Figure 1. Routed metal per tile.
The die is cut into 27 by 27 equal tiles; dark blue is low, red is high, scaled to the fullest tile. Values are wire area over tile area, all layers added.
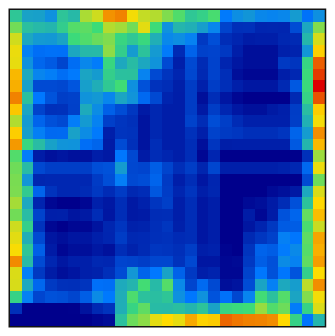
Figure 2. Nets reached from selected ports.
The bar under the picture is 200 µm long.
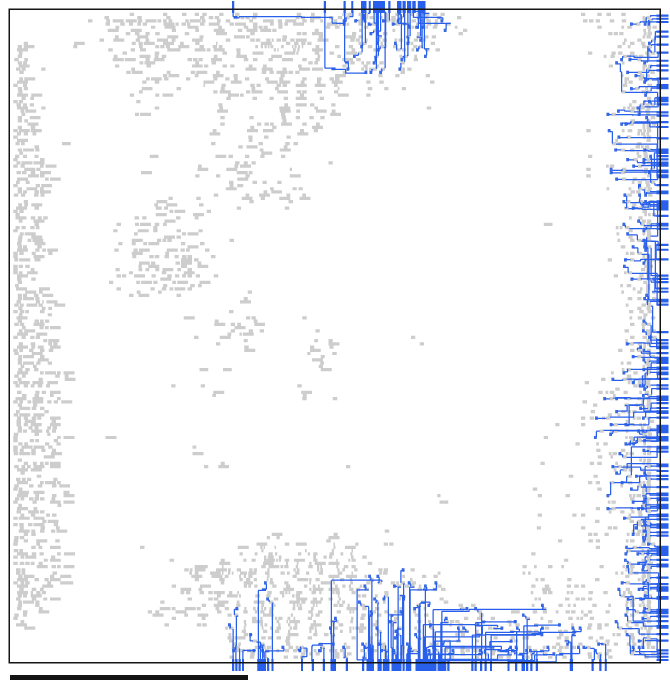
Figure 3. Placed cells, one colour a class.
Fill, decap, tap and diode cells in grey.
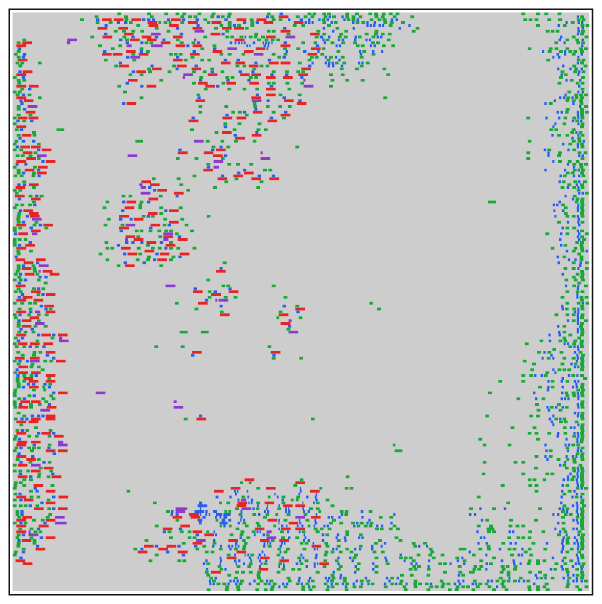
Figure 4. Placement view.
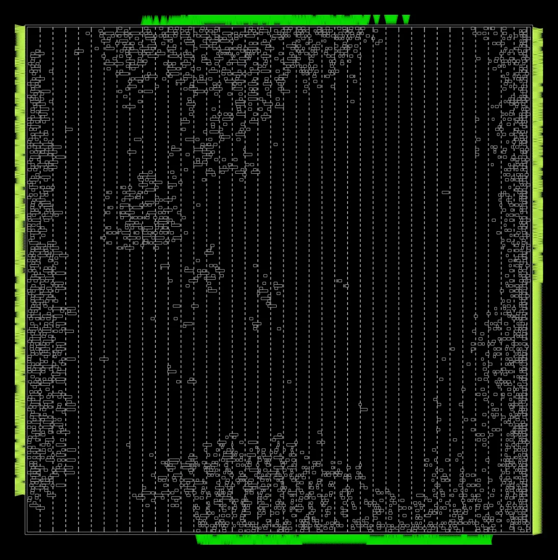
Figure 5. Floorplan with the power grid.
The bar under the picture is 200 µm long. Pins as bars on the die edge. Tap cells in grey.
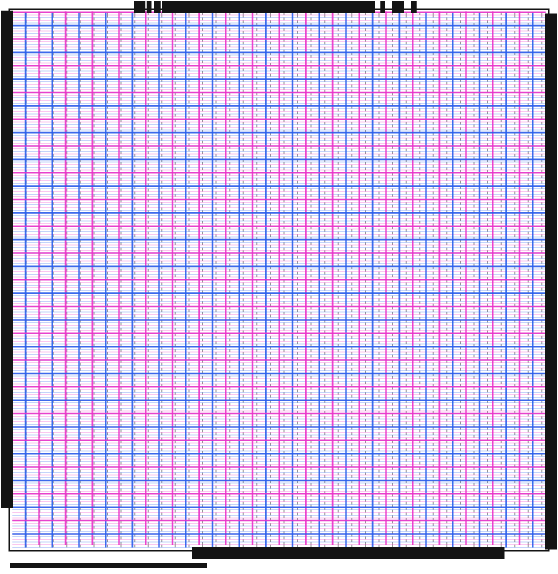
$ cat config.mk
export PLATFORM = sky130hd
export DESIGN_NAME = cache_arbiter
export DESIGN_NICKNAME = d
export VERILOG_FILES = /design/src/rtl/rv32i_types.sv /design/src/rtl/arb_perf_counters.sv /design/src/rtl/cache_arbiter.sv
export SDC_FILE = /design/constraint.sdc
export NUM_CORES = 1
export LEC_CHECK = 0
export ABC_AREA = 0
export CAP_MARGIN = 20
export CELL_PAD_IN_SITES_DETAIL_PLACEMENT = 1
export CELL_PAD_IN_SITES_GLOBAL_PLACEMENT = 1
export CORE_AREA = 2 2 545 547
export CTS_CLUSTER_SIZE = 12
export DETAILED_ROUTE_END_ITERATION = 16
export DIE_AREA = 0 0 547 549
export HOLD_SLACK_MARGIN = 0.15
export MAX_ROUTING_LAYER = met4
export PLACE_DENSITY_LB_ADDON = 0.3
export SYNTH_ARGS = -nofsm -noshare
export SYNTH_HDL_FRONTEND = slang
export SYNTH_SLANG_ARGS = --single-unit
$ cat constraint.sdc
create_clock -name clk -period 9.2 [get_ports clk]
set_clock_uncertainty 0.1 [all_clocks]
set_input_delay 1.84 -clock clk [delete_from_list [all_inputs] [get_ports clk]]
set_output_delay 1.84 -clock clk [all_outputs]
set_load 0.05 [all_outputs]
$ cat src/rtl/rv32i_types.sv
// Shared types for the L1-to-pmem arbiter: FSM states, grant owner and the default cacheline width.
package rv32i_types;

  localparam int CACHELINE_W = 256;

  typedef enum logic [1:0] {IDLE, SERVE_I, SERVE_D, RELEASE} arb_state_t;
  typedef enum logic {ARB_I, ARB_D} arb_owner_t;

endpackage

$ cat src/rtl/arb_perf_counters.sv
// Grant and contention counters for the cache arbiter; only built when ARB_PERF_COUNTERS_EN is defined.
module arb_perf_counters (
  input  logic        clk,
  input  logic        rst,
  input  logic        i_grant,
  input  logic        d_grant,
  input  logic        conflict,
  output logic [31:0] i_grants,
  output logic [31:0] d_grants,
  output logic [31:0] conflict_cycles
);

  // Free-running counters that wrap on overflow.
  always_ff @(posedge clk or posedge rst) begin
    if (rst) begin
      i_grants        <= '0;
      d_grants        <= '0;
      conflict_cycles <= '0;
    end else begin
      if (i_grant)  i_grants        <= i_grants + 32'd1;
      if (d_grant)  d_grants        <= d_grants + 32'd1;
      if (conflict) conflict_cycles <= conflict_cycles + 32'd1;
    end
  end

endmodule

$ cat src/rtl/cache_arbiter.sv
// Round-robin arbiter sharing one pmem port between the I-cache and D-cache.
// Optional perf counters are enabled with the ARB_PERF_COUNTERS_EN macro.
module cache_arbiter
  import rv32i_types::*;
#(
  parameter int ADDR_W = 32,
  parameter int LINE_W = CACHELINE_W
) (
  input  logic              clk,
  input  logic              rst,
  input  logic              i_read,
  input  logic [ADDR_W-1:0] i_address,
  output logic [LINE_W-1:0] i_rdata,
  output logic              i_resp,
  input  logic              d_read,
  input  logic              d_write,
  input  logic [ADDR_W-1:0] d_address,
  input  logic [LINE_W-1:0] d_wdata,
  output logic [LINE_W-1:0] d_rdata,
  output logic              d_resp,
  output logic              pmem_read,
  output logic              pmem_write,
  output logic [ADDR_W-1:0] pmem_address,
  output logic [LINE_W-1:0] pmem_wdata,
  input  logic [LINE_W-1:0] pmem_rdata,
  input  logic              pmem_resp
`ifdef ARB_PERF_COUNTERS_EN
  ,
  output logic [31:0]       i_grants,
  output logic [31:0]       d_grants,
  output logic [31:0]       conflict_cycles
`endif
);

  arb_state_t        state, state_next;
  arb_owner_t        last_grant;
  logic [ADDR_W-1:0] addr_q;
  logic [LINE_W-1:0] wdata_q;
  logic              write_q;
  logic              i_req, d_req, grant_i, grant_d, serving;

  assign i_req        = i_read;
  assign d_req        = d_read | d_write;
  assign pmem_address = addr_q;
  assign pmem_wdata   = wdata_q;

  always_ff @(posedge clk or posedge rst) begin
    if (rst) begin
      state      <= IDLE;
      last_grant <= ARB_I;
      addr_q     <= '0;
      wdata_q    <= '0;
      write_q    <= 1'b0;
    end else begin
      state <= state_next;
      if (grant_i) begin
        addr_q     <= i_address;
        wdata_q    <= '0;
        write_q    <= 1'b0;
        last_grant <= ARB_I;
      end else if (grant_d) begin
        addr_q     <= d_address;
        wdata_q    <= d_wdata;
        write_q    <= d_write;
        last_grant <= ARB_D;
      end
    end
  end

  // A tie goes to whichever side was not granted last; pmem_resp only matters while serving.
  always_comb begin
    state_next = state;
    grant_i    = 1'b0;
    grant_d    = 1'b0;
    serving    = (state == SERVE_I) || (state == SERVE_D);
    pmem_read  = serving && !write_q;
    pmem_write = serving && write_q;
    i_resp     = (state == SERVE_I) && pmem_resp;
    d_resp     = (state == SERVE_D) && pmem_resp;
    i_rdata    = i_resp ? pmem_rdata : '0;
    d_rdata    = d_resp ? pmem_rdata : '0;
    unique case (state)
      IDLE: begin
        if (i_req && d_req) begin
          if (last_grant == ARB_I) grant_d = 1'b1;
          else                     grant_i = 1'b1;
        end else begin
          grant_i = i_req;
          grant_d = d_req;
        end
        if (grant_i)      state_next = SERVE_I;
        else if (grant_d) state_next = SERVE_D;
      end
      SERVE_I, SERVE_D: if (pmem_resp) state_next = RELEASE;
      RELEASE:          state_next = IDLE;
      default:          state_next = IDLE;
    endcase
  end

  a_no_read_and_write: assert property (@(posedge clk) disable iff (rst) !(d_read && d_write));

`ifdef ARB_PERF_COUNTERS_EN
  arb_perf_counters u_perf (
    .clk             (clk),
    .rst             (rst),
    .i_grant         (grant_i),
    .d_grant         (grant_d),
    .conflict        (i_req && d_req),
    .i_grants        (i_grants),
    .d_grants        (d_grants),
    .conflict_cycles (conflict_cycles)
  );
`endif

endmodule

==> out/qor.yml <==
synthesis:
  asyncSetResetFlopFracSynth_pct: 100
  xor_share_pct: 0
  synth.area.mux_share_pct: 0
  top_area_cell: "sky130_fd_sc_hd__dfrtp_1"
  ys_sh_simple_pct: 23.5
  yosys.cell_count.top_type: "sky130_fd_sc_hd__and3_1"
  yosys.area.top_type_share_pct: 50.7
  yosys_most_used_dff: "sky130_fd_sc_hd__dfrtp_1"
  syn-instance-count: 1405
  synthesis.area_mm2: 0.0144
  top_cells_by_count: "512 x sky130_fd_sc_hd__and3_1, 292 x sky130_fd_sc_hd__dfrtp_1, 257 x sky130_fd_sc_hd__a22o_1"
worst_hold_path:
  cells_on_worst_hold_path: 1
run_status:
  status: "finished, final reports clean"
timing:
  worst_pin_slew_ns: 1.06
  final.min_clock_period_ns: 6.25
critical_path:
  critPathTopFamily: "buffers and inverters"
  critical_path_capture_point: "i_rdata[19]"
  critical-path-slowest-cell: "sky130_fd_sc_hd__clkdlybuf4s50_1"
  rr_endpoint: "pmem_wdata[177]"
  crit_arrival_ns: 4.31
pwr:
  p_leak_nw: 13.8
  power_per_cell_area_mw_per_mm2: 346
cells_and_area:
  most_common_logic_cells_in_the_final_layout: "1,372 x sky130_fd_sc_hd__clkdlybuf4s50_1, 512 x sky130_fd_sc_hd__and3_1, 292 x sky130_fd_sc_hd__dfrtp_1, 257 x sky130_fd_sc_hd__a22o_1, 39 x sky130_fd_sc_hd__clkbuf_16"
  logic_area_mm2: 0.00634
  clock_cell_area_share_pct: 3.71
  clkbuf_count: 52
  mostFrequentLayoutCell: "sky130_fd_sc_hd__clkdlybuf4s50_1"
  largest_class: "non-clock buffers"
drt:
  routed_via_density: 2.78
clock_network:
  clock_path_buffers: 3
  number_of_buffers_created_by_cts: 39
global_route:
  met1_layer_usage_reported_by_global_route_pct: 11.7
  grt.overflow.total: 0
  grt_first_pass_wirelength_mm: 233
run:
  number_of_warnings_the_tools_reported: 64
place:
  gp_routability_congestion: 0.978
Back to the opening pictures, Figure 1:
The emptiest ninth of the die: centre. The mean over all tiles is 0.10. The densest ninth of the die: north-west. 14% of the tiles are over half the peak. The fullest tile reaches 0.44. 8.6% of the tiles are nearly empty.
vias: 18,600
overall routing resource usage: 12.3%
final routed wire length divided by cell count: 28.2 µm
detailed-route wire length: 188 mm

Back to the opening pictures, Figure 2:
Blue is i_rdata, bits 256, direction output, edge 145 east, 81 south, 30 north, end cells 256, wire 8,620 µm.

Back to the opening pictures, Figure 3:
Blue is combinational and other logic, cells 924, share of their area 22%. Red is sequential cells, cells 292, share of their area 25%. Green is remaining buffers and delay cells, cells 1,405, share of their area 49%. Purple is clock drivers and dummy loads, cells 63, share of their area 4.4%.
row count: 200
post-route cell area: 0.0341 mm²
fraction of area in registers: 21.5%
core region area: 0.295 mm²

Back to the opening pictures, Figure 4:
tapcell count: 3,939
flop count: 292
number of fill cells: 34,400
count of placed standard cells in the final layout, fillers left out: 6,669
final design utilization: 11.5%

Back to the opening pictures, Figure 5:
Magenta is VDD. Blue is VSS.
39 straps on met4. The core has 200 rows. 1,386 signal pins sit on the boundary. 40 straps on met5.
Die X-Extent: 547 µm
IR drop worst, VDD: 0.184 mV

power breakdown:
group / leakage, nW / switching (W) / internal (W)
Combinational: 9.46 / 0.00558 / 0.00238
Clock: 0.621 / 0.000687 / 0.000930
Sequential: 3.68 / 0.000365 / 0.00184
metrics by stage:
stage / setup slack (ns) / instances / total power, W
after CTS: 3.09 / 6623 / 0.0121
after floorplan: 3.38 / 1405 / 0.00674
after detailed placement: 3.10 / 6560 / 0.0104
after global routing: 2.94 / 6661 / 0.0124
final: 2.95 / 6669 / 0.0118
after global placement: 3.10 / 6560 / 0.0104
registers in the layout, indices dropped and copies added, names as in the netlist:
register	count
pmem_address	32
last_grant	1
state	2
write_q	1
pmem_wdata	256
No activity file was given, so power comes from the tool's default toggle rates.
